===== src/rtl/axis_stream_link.sv =====
// AXI4-Stream link: 2-entry registered skid buffer with per-packet class
// statistics (aligned / sparse / unaligned), beat counting and protocol-error counting.

module axis_lane_type (
    input  logic keep,
    input  logic strb,
    output logic is_null,
    output logic is_pos,
    output logic is_ill
);
    // An illegal lane (keep=0, strb=1) is classified as null.
    assign is_null = !keep;
    assign is_pos  = keep && !strb;
    assign is_ill  = !keep && strb;
endmodule

module axis_stream_link #(
    parameter int DATA_BYTES = 4,
    parameter int ID_W       = 4,
    parameter int DEST_W     = 4,
    parameter int USER_W     = 8,
    parameter int CNT_W      = 16
) (
    input  logic                    ACLK,
    input  logic                    ARESET,
    input  logic                    s_tvalid,
    output logic                    s_tready,
    input  logic [8*DATA_BYTES-1:0] s_tdata,
    input  logic [DATA_BYTES-1:0]   s_tstrb,
    input  logic [DATA_BYTES-1:0]   s_tkeep,
    input  logic                    s_tlast,
    input  logic [ID_W-1:0]         s_tid,
    input  logic [DEST_W-1:0]       s_tdest,
    input  logic [USER_W-1:0]       s_tuser,
    output logic                    m_tvalid,
    input  logic                    m_tready,
    output logic [8*DATA_BYTES-1:0] m_tdata,
    output logic [DATA_BYTES-1:0]   m_tstrb,
    output logic [DATA_BYTES-1:0]   m_tkeep,
    output logic                    m_tlast,
    output logic [ID_W-1:0]         m_tid,
    output logic [DEST_W-1:0]       m_tdest,
    output logic [USER_W-1:0]       m_tuser,
    output logic [CNT_W-1:0]        beat_cnt,
    output logic [CNT_W-1:0]        aligned_cnt,
    output logic [CNT_W-1:0]        sparse_cnt,
    output logic [CNT_W-1:0]        unaligned_cnt,
    output logic [CNT_W-1:0]        err_cnt
);
    typedef struct packed {
        logic [8*DATA_BYTES-1:0] data;
        logic [DATA_BYTES-1:0]   strb;
        logic [DATA_BYTES-1:0]   keep;
        logic                    last;
        logic [ID_W-1:0]         id;
        logic [DEST_W-1:0]       dest;
        logic [USER_W-1:0]       user;
    } beat_t;

    beat_t in_beat, out_q, skid_q, prev_q;
    logic [1:0] occ;
    logic push, pop;
    logic [DATA_BYTES-1:0] lane_null, lane_pos, lane_ill;
    logic acc_null, acc_pos, pkt_null, pkt_pos;
    logic stall_q, stall_err, ill_err;
    logic [1:0] err_inc;

    assign in_beat = '{data: s_tdata, strb: s_tstrb, keep: s_tkeep, last: s_tlast,
                       id: s_tid, dest: s_tdest, user: s_tuser};

    assign s_tready = !ARESET && (occ != 2'd2);
    assign m_tvalid = (occ != 2'd0);
    assign push     = s_tvalid && s_tready;
    assign pop      = m_tvalid && m_tready;

    assign m_tdata = out_q.data;
    assign m_tstrb = out_q.strb;
    assign m_tkeep = out_q.keep;
    assign m_tlast = out_q.last;
    assign m_tid   = out_q.id;
    assign m_tdest = out_q.dest;
    assign m_tuser = out_q.user;

    axis_lane_type u_lane [DATA_BYTES-1:0] (
        .keep   (s_tkeep),
        .strb   (s_tstrb),
        .is_null(lane_null),
        .is_pos (lane_pos),
        .is_ill (lane_ill)
    );

    // Class flags including the beat being accepted this cycle.
    assign pkt_null  = acc_null || (|lane_null);
    assign pkt_pos   = acc_pos  || (|lane_pos);
    assign stall_err = stall_q && (!s_tvalid || (in_beat != prev_q));
    assign ill_err   = push && (|lane_ill);
    assign err_inc   = {1'b0, stall_err} + {1'b0, ill_err};

    function automatic logic [CNT_W-1:0] sat_add(input logic [CNT_W-1:0] c,
                                                 input logic [1:0] inc);
        logic [CNT_W:0] sum;
        sum = {1'b0, c} + {{(CNT_W-1){1'b0}}, inc};
        return sum[CNT_W] ? '1 : sum[CNT_W-1:0];
    endfunction

    // out_q always holds the oldest beat; skid_q only fills when out_q is stalled.
    always_ff @(posedge ACLK) begin
        if (ARESET) begin
            occ <= 2'd0;
        end else begin
            case ({push, pop})
                2'b10:   occ <= occ + 2'd1;
                2'b01:   occ <= occ - 2'd1;
                default: occ <= occ;
            endcase
            if (push && (occ == 2'd0 || pop))
                out_q <= in_beat;
            else if (push)
                skid_q <= in_beat;
            else if (pop && occ == 2'd2)
                out_q <= skid_q;
        end
    end

    always_ff @(posedge ACLK) begin
        if (ARESET) begin
            acc_null      <= 1'b0;
            acc_pos       <= 1'b0;
            stall_q       <= 1'b0;
            prev_q        <= '0;
            beat_cnt      <= '0;
            aligned_cnt   <= '0;
            sparse_cnt    <= '0;
            unaligned_cnt <= '0;
            err_cnt       <= '0;
        end else begin
            stall_q <= s_tvalid && !s_tready;
            prev_q  <= in_beat;
            err_cnt <= sat_add(err_cnt, err_inc);
            if (push) begin
                beat_cnt <= sat_add(beat_cnt, 2'd1);
                if (s_tlast) begin
                    acc_null <= 1'b0;
                    acc_pos  <= 1'b0;
                    if (pkt_null)
                        unaligned_cnt <= sat_add(unaligned_cnt, 2'd1);
                    else if (pkt_pos)
                        sparse_cnt <= sat_add(sparse_cnt, 2'd1);
                    else
                        aligned_cnt <= sat_add(aligned_cnt, 2'd1);
                end else begin
                    acc_null <= pkt_null;
                    acc_pos  <= pkt_pos;
                end
            end
        end
    end
endmodule


===== config.mk =====
export PLATFORM = sky130hd
export DESIGN_NAME = axis_stream_link
export DESIGN_NICKNAME = d
export VERILOG_FILES = /design/src/rtl/axis_stream_link.sv
export SDC_FILE = /design/constraint.sdc
export NUM_CORES = 1
export LEC_CHECK = 0
export CELL_PAD_IN_SITES_DETAIL_PLACEMENT = 1
export CELL_PAD_IN_SITES_GLOBAL_PLACEMENT = 2
export CORE_MARGIN = 5
export CORE_UTILIZATION = 35
export CTS_BUF_LIST = sky130_fd_sc_hd__clkbuf_4
export DETAILED_ROUTE_END_ITERATION = 10
export PLACE_DENSITY_LB_ADDON = 0.08
export SLEW_MARGIN = 15
export SYNTH_ARGS = -nofsm -noshare
export SYNTH_HDL_FRONTEND = slang
export SYNTH_SLANG_ARGS = --single-unit
export TNS_END_PERCENT = 100

===== constraint.sdc =====
create_clock -name ACLK -period 8.87 [get_ports ACLK]
set_input_delay 2.661 -clock ACLK [delete_from_list [all_inputs] [get_ports ACLK]]
set_output_delay 2.661 -clock ACLK [all_outputs]
set_load 0.01 [all_outputs]

==> ci_impl_report.md <==
## Implementation flow summary

| Metric | Value |
|---|---|
| Hpwl dp | `19.4 mm` |
| Worst Reg2Reg Path Length in Cells | `11` |
| XOR/XNOR Area Share | `6.64%` |
| Resized Gates After CTS | `0` |
| Fmax | `159 MHz` |
| Largest cells by area | `edfxtp_1 32%, dfxtp_1 27%, mux2_2 4.5%, xnor2_1 3.3%, xor2_1 3.3%` |
| Number of I/O pins | `200` |
| Placed cells | `1472` |
| Post-synth ARST share | `0%` |
| PortBufs | `199` |
| H-tree level count | `3` |
| Routing usage on met2 | `27.5%` |
| Startpoint Class | `primary input` |
| # Cells Yosys | `914` |
| CTS max path bufs | `3` |
| Run status | `complete, no violations` |
| Top logic family | `simple AND/OR/NAND/NOR gates` |
| Fin Setup TNS | `0 ns` |
| Mux share | `4.58%` |
| CTS tree | `yes` |
| Placer congestion estimate | `0.774` |
| M3 GR Usage | `4.57%` |
| Reg2reg end | `err_cnt[1]` |
| DR WL met2 | `13.6 mm` |
| Met1 usage | `21.8%` |
| Crit-path leading delay family | `buffers and inverters` |
| Setup Buffers After CTS | `0` |
| FP Util | `35.5%` |
| Syn Std Cell Area | `10600 µm²` |
| Pin slew with the least headroom to its limit | `0.877 ns` |
==> area by class of cell <==
class                   count  area share, %
diodes                      3         0.0537
clock buffers             119           6.39
clock inverters            12          0.984
inverters                  28          0.752
multi-input cells         593           29.0
flip-flops and latches    256           44.8
well taps                 390           3.49
repair buffers            205           14.6
==> registers in the layout (all words and copies together), names as in the netlist, 8 cells and up <==
register and count:
prev_q 57, sparse_cnt 16, aligned_cnt 16, unaligned_cnt 16, m_tdata 32, skid_q 57, m_tuser 8, err_cnt 16
beat_cnt 16
==> placed cells by master (no fill, tap or decap), types with 7 or more instances in the layout <==
cell / count
a211oi_1: 11
edfxtp_1: 114
and3_1: 10
nand4_1: 25
inv_1: 28
a21oi_1: 54
or3_1: 8
mux2_2: 42
nand3_1: 35
dfxtp_1: 142
clkdlybuf4s50_1: 198
buf_4: 7
nor2_1: 44
o21ai_0: 27
and4_1: 10
a31oi_1: 10
nand2_1: 46
xor2_1: 40
nor2b_1: 55
clkbuf_4: 119
xnor2_1: 40
nor4_1: 14
a22oi_1: 7
nor3_1: 35
==> worst min path at each step <==
| stage | startpoint | end | slack, ns | depth (start not counted) |
|---|---|---|---|---|
| after floorplan | acc_pos | acc_pos | 0.47 | 2 |
| after global placement | acc_pos | acc_pos | 0.48 | 2 |
| after detailed placement | acc_pos | acc_pos | 0.49 | 2 |
| after CTS | acc_pos | acc_pos | 0.50 | 2 |
| after global routing | skid_q[17] | m_tkeep[0] | 0.51 | 2 |
| final | acc_pos | acc_pos | 0.50 | 2 |
==> power by group <==
part | leakage [µW] | switching (µW) | internal (µW)
Combinational | 0.00210 | 180 | 163
Sequential | 0.00221 | 28.0 | 1320
Clock | 0.000608 | 500 | 693
Total | 0.00493 | 708 | 2180
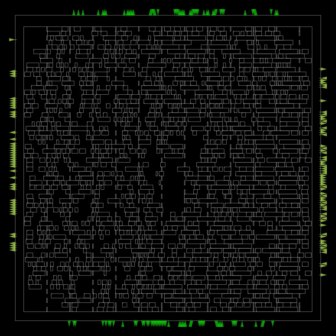
*Cell outlines without signal wires*
flop share of the area: 44.8%
flop count: 256
row cnt: 63
Layout Cells excl Fill: 1606
# Taps: 390

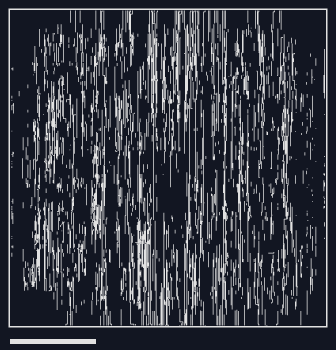
*Met2 routing*
Bar = 50 µm.
1099 nets have wire on it. The layer holds 47% of the routed length.

No activity file was given, so power comes from the tool's default toggle rates.
